**src/rtl/tpg_pkg.sv**
```systemverilog
// Shared types and constants for the AGC time-pulse generator controller.
package tpg_pkg;

  localparam int unsigned TP_W = 12;

  localparam logic [TP_W-1:0] TP_T01 = 12'h001;
  localparam logic [TP_W-1:0] TP_T12 = 12'h800;

  typedef enum logic [1:0] {
    STBY  = 2'd0,
    PWRON = 2'd1,
    RUN   = 2'd2,
    STOP  = 2'd3
  } tpg_state_e;

  // True when exactly one bit of v is set.
  function automatic logic is_onehot(input logic [TP_W-1:0] v);
    return (v != '0) && ((v & (v - TP_W'(1))) == '0);
  endfunction

endpackage

```
**src/rtl/tpg_ring.sv**
```systemverilog
// One-hot T01..T12 rotate register; load-T01 beats clear, clear beats advance.
module tpg_ring
  import tpg_pkg::*;
(
  input  logic            clk,
  input  logic            rst_n,
  input  logic            load,
  input  logic            clr,
  input  logic            adv,
  output logic [TP_W-1:0] tp
);

  logic [TP_W-1:0] ring;

  always_ff @(posedge clk or negedge rst_n) begin
    if (!rst_n) begin
      ring <= '0;
    end else if (load) begin
      ring <= TP_T01;
    end else if (clr) begin
      ring <= '0;
    end else if (adv) begin
      ring <= {ring[TP_W-2:0], ring[TP_W-1]};
    end
  end

  assign tp = ring;

endmodule

```
**src/rtl/tpg_control.sv**
```systemverilog
// Time-pulse generator controller: power-on, run, stop, standby and restart sequencing.
// Optional one-hot integrity check enabled by defining TPG_ONEHOT_CHK_EN.
module tpg_control
  import tpg_pkg::*;
#(
  parameter int unsigned PWRON_TICKS = 4,
  parameter int unsigned MCT_W       = 16
) (
  input  logic             CLOCK,
  input  logic             rst_,
  input  logic             adv,
  input  logic             stby,
  input  logic             mstp,
  input  logic             gojam,
  output logic [TP_W-1:0]  tp,
  output logic             tp_run,
  output logic             cycle_end,
  output logic [MCT_W-1:0] mct,
  output logic [1:0]       state,
  output logic             tpg_err
);

  localparam int unsigned TICK_W = 4;

  tpg_state_e        state_q;
  logic [TICK_W-1:0] tick;
  logic [TICK_W-1:0] tick_inc;
  logic              jam;
  logic              at_t12;
  logic              pwron_done;
  logic              ring_load;
  logic              ring_clr;
  logic              ring_adv;
  logic              done;

  tpg_ring u_ring (
    .clk   (CLOCK),
    .rst_n (rst_),
    .load  (ring_load),
    .clr   (ring_clr),
    .adv   (ring_adv),
    .tp    (tp)
  );

  // Ring controls; gojam only acts once the pulse chain has been started.
  always_comb begin
    ring_load  = 1'b0;
    ring_clr   = 1'b0;
    ring_adv   = 1'b0;
    done       = 1'b0;
    jam        = gojam && (state_q == RUN || state_q == STOP);
    at_t12     = (tp == TP_T12);
    tick_inc   = tick + TICK_W'(1);
    pwron_done = (tick_inc == TICK_W'(PWRON_TICKS));
    case (state_q)
      STBY: ring_clr = 1'b1;
      PWRON: begin
        if (!stby && adv && pwron_done) ring_load = 1'b1;
        else                            ring_clr  = 1'b1;
      end
      RUN: begin
        if (jam) begin
          ring_load = 1'b1;
        end else if (adv) begin
          if (at_t12) begin
            done = 1'b1;
            if (stby || mstp) ring_clr  = 1'b1;
            else              ring_load = 1'b1;
          end else begin
            ring_adv = 1'b1;
          end
        end
      end
      STOP: begin
        if (jam || (!stby && adv && !mstp)) ring_load = 1'b1;
        else                                 ring_clr  = 1'b1;
      end
      default: ring_clr = 1'b1;
    endcase
  end

  always_ff @(posedge CLOCK or negedge rst_) begin
    if (!rst_) begin
      state_q   <= STBY;
      tick      <= '0;
      tp_run    <= 1'b0;
      cycle_end <= 1'b0;
      mct       <= '0;
    end else begin
      cycle_end <= done;
      tp_run    <= ring_load || (state_q == RUN && !ring_clr);
      if (done) mct <= mct + MCT_W'(1);
      case (state_q)
        STBY: begin
          if (adv && !stby) begin
            state_q <= PWRON;
            tick    <= '0;
          end
        end
        PWRON: begin
          if (stby) begin
            state_q <= STBY;
          end else if (adv) begin
            tick <= tick_inc;
            if (pwron_done) state_q <= RUN;
          end
        end
        RUN: begin
          if (!jam && done) begin
            if (stby)      state_q <= STBY;
            else if (mstp) state_q <= STOP;
          end
        end
        STOP: begin
          if (jam)                state_q <= RUN;
          else if (stby)          state_q <= STBY;
          else if (adv && !mstp)  state_q <= RUN;
        end
        default: state_q <= STBY;
      endcase
    end
  end

  assign state = state_q;

`ifdef TPG_ONEHOT_CHK_EN
  logic err_c;

  always_comb begin
    err_c = 1'b0;
    if (state_q == RUN) err_c = !is_onehot(tp);
    else                err_c = (tp != '0);
  end

  // Sticky until reset or restart.
  always_ff @(posedge CLOCK or negedge rst_) begin
    if (!rst_)      tpg_err <= 1'b0;
    else if (gojam) tpg_err <= 1'b0;
    else if (err_c) tpg_err <= 1'b1;
  end
`else
  assign tpg_err = 1'b0;
`endif

endmodule

```
**config.mk**
```make
export PLATFORM = sky130hd
export DESIGN_NAME = tpg_control
export DESIGN_NICKNAME = d
export VERILOG_FILES = /design/src/rtl/tpg_pkg.sv /design/src/rtl/tpg_ring.sv /design/src/rtl/tpg_control.sv
export SDC_FILE = /design/constraint.sdc
export NUM_CORES = 1
export LEC_CHECK = 0
export ABC_AREA = 1
export CORE_MARGIN = 5
export CORE_UTILIZATION = 47
export CTS_CLUSTER_DIAMETER = 60
export DETAILED_ROUTE_END_ITERATION = 10
export PLACE_DENSITY = 0.82
export SLEW_MARGIN = 10
export SYNTH_ARGS = -nofsm -noshare
export SYNTH_HDL_FRONTEND = slang
export SYNTH_SLANG_ARGS = --single-unit
```
**constraint.sdc**
```tcl
create_clock -name CLOCK -period 1.3 [get_ports CLOCK]
set_input_delay 0.13 -clock CLOCK [delete_from_list [all_inputs] [get_ports CLOCK]]
set_output_delay 0.13 -clock CLOCK [all_outputs]
set_load 0.005 [all_outputs]
```
### Clock wires, drivers and flops

Bar = 20 um.
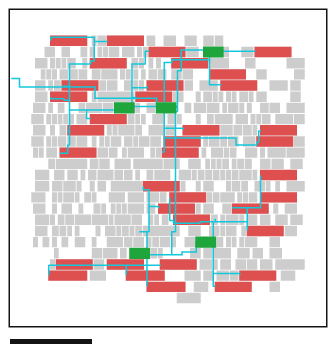
cyan -> clock wires  # length 456 um
green -> clock-net drivers  # count 5
red -> flip-flops  # count 36
flops lie = widely spread
routed clock nets = 6

### Metal 3

Bar = 20 um.
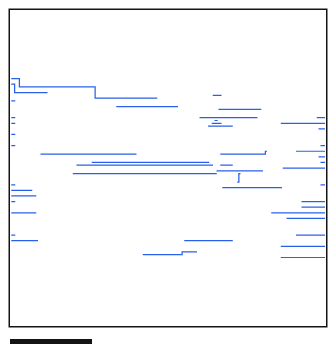
wire length on this layer = 407 um
share of all routed wire = 6.8%

==> summary.txt <==
The synthesis and place-and-route flow finished, so here is a summary.

The maximum ir drop on the vdd rail is 0.000853 V. Recorded from the global router log, the overflow total was 0. The fraction of power spent switching nets came out at 0.342. The final-layout setup total negative slack is -5.19 ns. The finished cells cover 0.00330 mm^2. The main flop type after synthesis is dfrtp_1. The net count entering floorplan is 286. The maximum clock frequency came out at 656 MHz.

For this run, the detailed router reports a per-instance via density of 4.96. After synthesis, the mean cell area works out to 7.56 um^2. The violation count after the first detailed-routing iteration came out at 123. The number of global-route vias before repair is 2193. The initial antenna violation count came to 0.

By count the netlist is led by nand2_1, dfrtp_1, inv_1. The area of the die is 0.00591 mm^2. The residual antenna-violating net count after detailed routing came out at 0. The CTS report gives the tree buffer count as 5. The wire length recorded after detailed routing is 6010 um.

The post-synth design cell area came out at 0.00210 mm^2. The final critical-path setup slack is -0.225 ns. The fill cell instance count of the final layout came out at 311. The flow ran to the end, but the final reports show violations. The total of endpoints with negative setup slack in the final report is 32. The finished design was reported to have a net count of 392.

The final period demand of the worst path came out at 1.52 ns. The number of instances in the synthesized netlist came out at 278. The later pin in the worst-skew pair is clocked with a latency of 0.29 ns. The most frequently used library cell after synthesis is nand2_1.

Max fanout on the critical path was recorded as 5. The classification of the worst setup path is flip-flop to flip-flop. The warning tally printed by Yosys for this design is 0. STA classifies the critical path endpoint as a flip-flop. The flop and latch count out of synthesis is 36.

The sequential group share of total power is 0.378. The length of the first detailed-routing pass in iterations came out at 4. The number of hold buffers added after cts is 0. The final routed wire length divided by cell count is 13.7 um. The static leakage is 1.82 nW. The final period utilization came out at 1.17.

The clock skew came out at 0.0101 ns. The hold violation total from the final report came out at 0. The cell sitting at the root of the clock tree is a clkbuf_8. The final max-slew violation count recorded for this run is 0.

The chip area line in the Yosys stat output reads 0.00210 mm^2. The first global-routing pass estimated 9930 um of wire. The number of distinct library cells after synthesis is 25. Looking at the clock tree report, the H-tree level count equals 2. The share of final-layout standard cells stronger than drive strength 1 is 0.382. The count of placed standard cells including taps came out at 400. The synth_stat.txt file lists the number of cells as 278. The count of clock tree sinks came out at 36.

The power report attributes to the clock group a share of 0.242. Setup repair after global routing could not meet its margin everywhere. The area fraction of the dominant cell type after synthesis is 0.429.

In the global route stage, overall resource usage came out at 0.204. The area added between synthesis and finish came out at 57.2%. The type of element launching the critical path is a flip-flop.

The power density normalized to cell area is 1030 mW/mm^2. In this run the horizontal extent of the chip is 76.9 um. The path class of the lowest-slack min-delay path is input port to asynchronous set/reset pin. Of all cell types, the one taking the most synthesized area is dfrtp_1. The internal power of the cells totals 0.00225 W. The final weighted congestion of routability-driven global placement came out at 0.864.

The clock transition time at the flip-flop clock pins of the worst setup and hold paths is 0.08 ns. The count of library flops with an enable pin came out at 0. The detailed-route DRC error count is 0.

Across all layers, the routed design uses 2168 vias. Of the total power, combinational logic draws 0.380. The checks that failed: negative setup slack. For this run the detailed placement stage logged an HPWL of 3660 um.

Counting along the longest clock path gives a buffer depth of 2. The number of max-cap violations came out at 0. The final report lists a non-filler cell total of 437. The count of input and output buffers is 37. TritonCTS built the clock tree. The total inserted antenna cells came out at 0.
### Cell outlines without signal wires

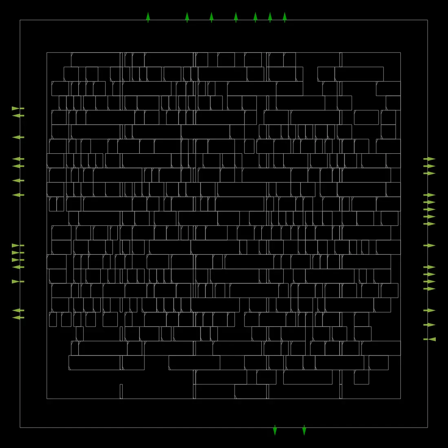
Std-Cell Core Area: 0.00435 mm^2
site row count: 24
utilization of the core after routing: 0.758
Seq cells: 36

final timing paths:
path	slack, ns	to	cells after the start	start
worst max-delay path	-0.22	u_ring.tp[3]	7	u_ring.tp[5]
max in group asynchronous	0.89	tick[0]	2	rst_
worst max register to register	-0.22	u_ring.tp[3]	7	u_ring.tp[5]
worst min-delay path	0.21	mct[11]	2	rst_
worst min register to register	0.53	tick[3]	2	tick[3]
min in group CLOCK	0.53	tick[3]	2	tick[3]
layout by cell type (no fill, tap or decap), drive strengths merged:
master / count
nand4: 9
and2: 1
clkdlybuf4s50: 6
dlymetal6s2s: 8
clkinv: 11
xnor2: 4
nand3: 12
nor2: 35
a21oi: 3
clkbuf: 8
inv: 32
dfrtp: 36
dlygate4sd2: 22
o21ai: 11
nor3: 7
buf: 65
ha: 2
xor2: 11
conb: 1
nand2: 101
sequential cells by signal, indices dropped and copies added, names as in the netlist:
name and flops:
mct 16, u_ring.tp 12, tick 4, state 2, cycle_end 1, tp_run 1
cell families (layout without fill, tap and decap cells):
logic type,count (synthesis),in the layout,synth area share
other,1,1,0.00179
DFF,36,36,0.429
buffers and inverters,46,152,0.0947
adders and majority gates,2,2,0.0119
AOI/OAI and AO/OA,14,14,0.0351
and+or+nand+nor,164,165,0.365
xor gates and xnor gates,15,15,0.0625
critical path, stage by stage, from the launching register on:
cell and delay (ns):
dfrtp_1 0.41, nor2_2 0.17, nand2_2 0.10, inv_1 0.13, nand4_1 0.22, nand4_4 0.20, clkbuf_16 0.16, nor2_2 0.03
metal layers:
metal,vias to the layer above,track usage,share of wire
li1,1070,-,-
met5,-,0,0
met4,0,0.0629,0.0052
met3,6,0.0656,0.068
met2,62,0.340,0.52
met1,1030,0.249,0.41
final cells by class:
cell class / count / area, um^2 / share of cell area
Multi-Input combinational cell: 197 / 1150 / 0.350
Sequential cell: 36 / 905 / 0.274
Timing Repair Buffer: 103 / 911 / 0.276
Clock inverter: 2 / 10.0 / 0.00303
Inverter: 41 / 174 / 0.0527
Tap cell: 52 / 65.1 / 0.0197
Clock buffer: 6 / 82.6 / 0.0250
metrics by stage:
stage | setup WS [ns] | hold WS, ns | total power [W]
after global placement | -0.254 | 0.495 | 0.00229
after detailed placement | -0.300 | 0.515 | 0.00233
final | -0.225 | 0.212 | 0.00341
after CTS | -0.132 | 0.217 | 0.00323
after floorplan | -0.0638 | -0.166 | 0.00188
after global routing | -0.299 | 0.251 | 0.00362
power by group through the flow:
stage / clock network, W / logic (W) / registers (W)
floorplan: 0 / 0.000577 / 0.00130
global placement: 0 / 0.000989 / 0.00131
detailed placement: 0 / 0.00102 / 0.00131
CTS: 0.000843 / 0.00112 / 0.00127
global route: 0.000884 / 0.00143 / 0.00130
finish: 0.000826 / 0.00130 / 0.00129
repair_timing:
item	in CTS	in global routing
pin swaps	12	10
gates resized	56	37
buffers inserted	20	6
endpoints found under the setup margin	61	40
endpoints found under the hold margin	0	0
cloned	2	1
Power and IR drop assume default switching activity.
